==> config.mk <==
export PLATFORM = sky130hd
export DESIGN_NAME = scan_sequencer
export DESIGN_NICKNAME = d
export VERILOG_FILES = /design/src/rtl/scan_sequencer.sv
export SDC_FILE = /design/constraint.sdc
export NUM_CORES = 1
export LEC_CHECK = 0
export ABC_AREA = 1
export CAP_MARGIN = 40
export CORE_MARGIN = 3
export CORE_UTILIZATION = 46
export DETAILED_ROUTE_END_ITERATION = 7
export GPL_ROUTABILITY_DRIVEN = 1
export PLACE_DENSITY = 0.77
export SLEW_MARGIN = 20
export SYNTH_ARGS = -nofsm -noshare
export SYNTH_HDL_FRONTEND = slang
export SYNTH_SLANG_ARGS = --single-unit
export TNS_END_PERCENT = 50
==> constraint.sdc <==
create_clock -name clk -period 1.3 [get_ports clk]
set_clock_uncertainty 0.2 [all_clocks]
set_input_delay 0.39 -clock clk [delete_from_list [all_inputs] [get_ports clk]]
set_output_delay 0.39 -clock clk [all_outputs]
set_load 0.005 [all_outputs]
==> src/rtl/scan_sequencer.sv <==
`default_nettype none
//==============================================================================
// Module      : scan_sequencer
// Description : Slot sequencer feeding a 2-to-4 decoder. Steps sel through
//               0..3 with a programmable dwell of div+1 cycles per slot, in
//               one-shot or continuous mode. Optional macro SCAN_BLANK_EN
//               inserts one en=0 blanking cycle between consecutive slots.
// Revision    : 1.0 - initial release
//==============================================================================
module scan_sequencer #(
    parameter int DIV_WIDTH = 8
) (
    input  logic                 clk,
    input  logic                 rst,
    input  logic                 start,
    input  logic                 stop,
    input  logic                 mode,
    input  logic [DIV_WIDTH-1:0] div,
    output logic [1:0]           sel,
    output logic                 en,
    output logic                 busy,
    output logic                 done
);

    localparam logic [DIV_WIDTH-1:0] c_cnt_one = DIV_WIDTH'(1);
    localparam logic [1:0]           c_sel_one = 2'd1;
    localparam logic [1:0]           c_sel_last = 2'd3;

`ifdef SCAN_BLANK_EN
    typedef enum logic [1:0] {
        S_IDLE  = 2'd0,
        S_SCAN  = 2'd1,
        S_BLANK = 2'd2
    } state_t;
`else
    typedef enum logic [1:0] {
        S_IDLE  = 2'd0,
        S_SCAN  = 2'd1
    } state_t;
`endif

    state_t               r_state, w_state;
    logic [DIV_WIDTH-1:0] r_cnt,   w_cnt;
    logic [DIV_WIDTH-1:0] r_div,   w_div;
    logic                 r_mode,  w_mode;
    logic [1:0]           r_sel,   w_sel;
    logic                 r_en,    w_en;
    logic                 r_busy,  w_busy;
    logic                 r_done,  w_done;

    // State, dwell counter, latched configuration and registered outputs.
    always_ff @(posedge clk) begin
        if (rst) begin
            r_state <= S_IDLE;
            r_cnt   <= '0;
            r_div   <= '0;
            r_mode  <= 1'b0;
            r_sel   <= 2'd0;
            r_en    <= 1'b0;
            r_busy  <= 1'b0;
            r_done  <= 1'b0;
        end else begin
            r_state <= w_state;
            r_cnt   <= w_cnt;
            r_div   <= w_div;
            r_mode  <= w_mode;
            r_sel   <= w_sel;
            r_en    <= w_en;
            r_busy  <= w_busy;
            r_done  <= w_done;
        end
    end

    // Next-state and next-output computation; stop outranks slot progress.
    always_comb begin
        w_state = r_state;
        w_cnt   = r_cnt;
        w_div   = r_div;
        w_mode  = r_mode;
        w_sel   = r_sel;
        w_en    = r_en;
        w_busy  = r_busy;
        w_done  = 1'b0;

        case (r_state)
            S_IDLE: begin
                w_sel  = 2'd0;
                w_en   = 1'b0;
                w_busy = 1'b0;
                w_cnt  = '0;
                // start together with stop is treated as no request
                if (start && !stop) begin
                    w_state = S_SCAN;
                    w_mode  = mode;
                    w_div   = div;
                    w_en    = 1'b1;
                    w_busy  = 1'b1;
                end
            end

            S_SCAN: begin
                if (stop) begin
                    w_state = S_IDLE;
                    w_cnt   = '0;
                    w_sel   = 2'd0;
                    w_en    = 1'b0;
                    w_busy  = 1'b0;
                end else if (r_cnt == r_div) begin
                    w_cnt = '0;
                    if ((r_sel == c_sel_last) && !r_mode) begin
                        // normal end of a one-shot sweep
                        w_state = S_IDLE;
                        w_sel   = 2'd0;
                        w_en    = 1'b0;
                        w_busy  = 1'b0;
                        w_done  = 1'b1;
                    end else begin
`ifdef SCAN_BLANK_EN
                        // hold sel, drop en for one anti-ghosting cycle
                        w_state = S_BLANK;
                        w_en    = 1'b0;
`else
                        w_sel = r_sel + c_sel_one;
`endif
                    end
                end else begin
                    w_cnt = r_cnt + c_cnt_one;
                end
            end

`ifdef SCAN_BLANK_EN
            S_BLANK: begin
                if (stop) begin
                    w_state = S_IDLE;
                    w_cnt   = '0;
                    w_sel   = 2'd0;
                    w_en    = 1'b0;
                    w_busy  = 1'b0;
                end else begin
                    w_state = S_SCAN;
                    w_sel   = r_sel + c_sel_one;
                    w_en    = 1'b1;
                end
            end
`endif

            default: begin
                w_state = S_IDLE;
                w_cnt   = '0;
                w_sel   = 2'd0;
                w_en    = 1'b0;
                w_busy  = 1'b0;
            end
        endcase
    end

    assign sel  = r_sel;
    assign en   = r_en;
    assign busy = r_busy;
    assign done = r_done;

endmodule
`default_nettype wire
==> images/placed.png <==
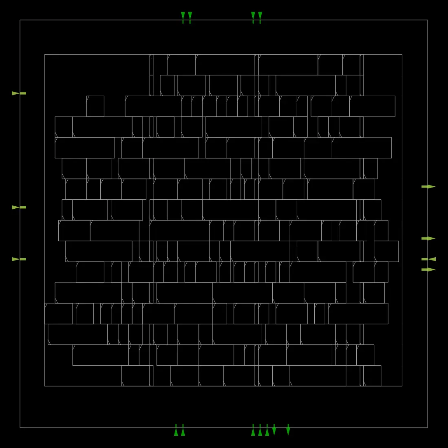
final core occ: 0.764
flip-flops: 22
final non-filler cell total: 199
n_taps: 27

==> images/route_heat.png <==
(8 px per um) 11 x 11 tiles, from dark purple (low) to yellow (high), scaled to the fullest tile. Values are wire area over tile area, all layers added.
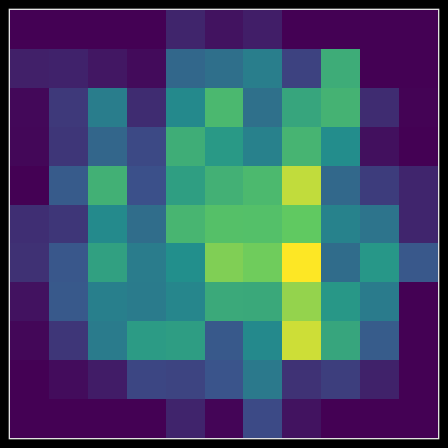
nearly empty tiles	22%
densest ninth of the die	centre
fullest tile	0.50
tiles over half the peak	24%
emptiest ninth of the die	north-west

==> images/floorplan.png <==
(10 px per um) Pins as bars on the die edge.
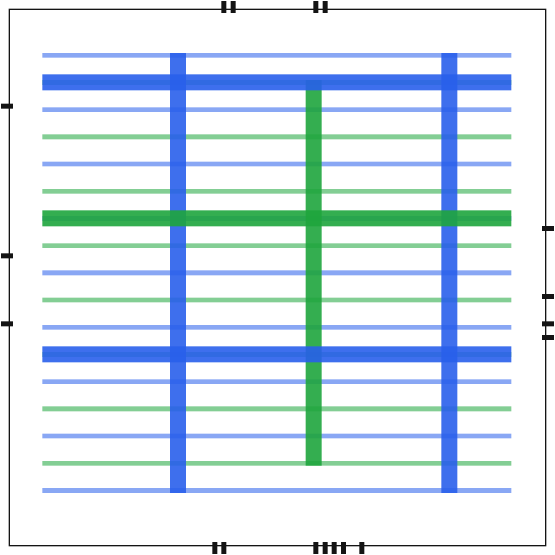
colour	net
blue	VSS
green	VDD
met5 straps	3
met4 straps	3

==> results_dict.tcl <==
# flow metrics
set metrics [dict create \
    insertion_delay_ps 310 \
    grt.met2_usage 0.392 \
    nonClkBufAreaFrac 0.213 \
    async_reset_ff_frac 0 \
    fin_ws_ps -155 \
    violations "setup timing" \
    grt_start_max_net_pins 13 \
    num_antenna_cells 0 \
    dp_slack_ps -503 \
    cp-startpoint "busy" \
    synth_top_area_share 0.425 \
    start_kind "flop" \
    mux_share 0 \
    num-clock-buffers 4 \
    setup_violations 18 \
    clkPwrFrac 0.286 \
    hp-class "flop to flop" \
    p_sw_mw 0.351 \
    cts_tree "built" \
    comb_area_sq_um 633 \
    cts_made_buffers 3 \
    layout_top_cell "nand2_1" \
    status "finished with violations" \
    power_mw 1.32 \
]
==> images/sizing.png <==
(4 px per um)
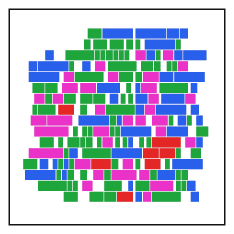
colour	size	cells
green	x1 and smaller	85
blue	x2	45
magenta	x3 and x4	35
red	x6 and larger	7

==> images/ff_map.png <==
(8 px per um) Other sequential cells in the stronger grey, the rest of the logic in the fainter grey.
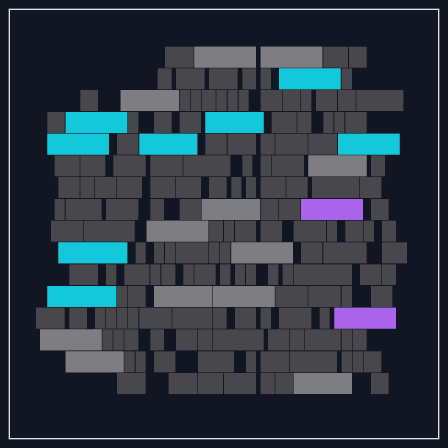
colour	netlist name	placed flops
cyan	r_cnt	8
purple	sel	2
not coloured	12

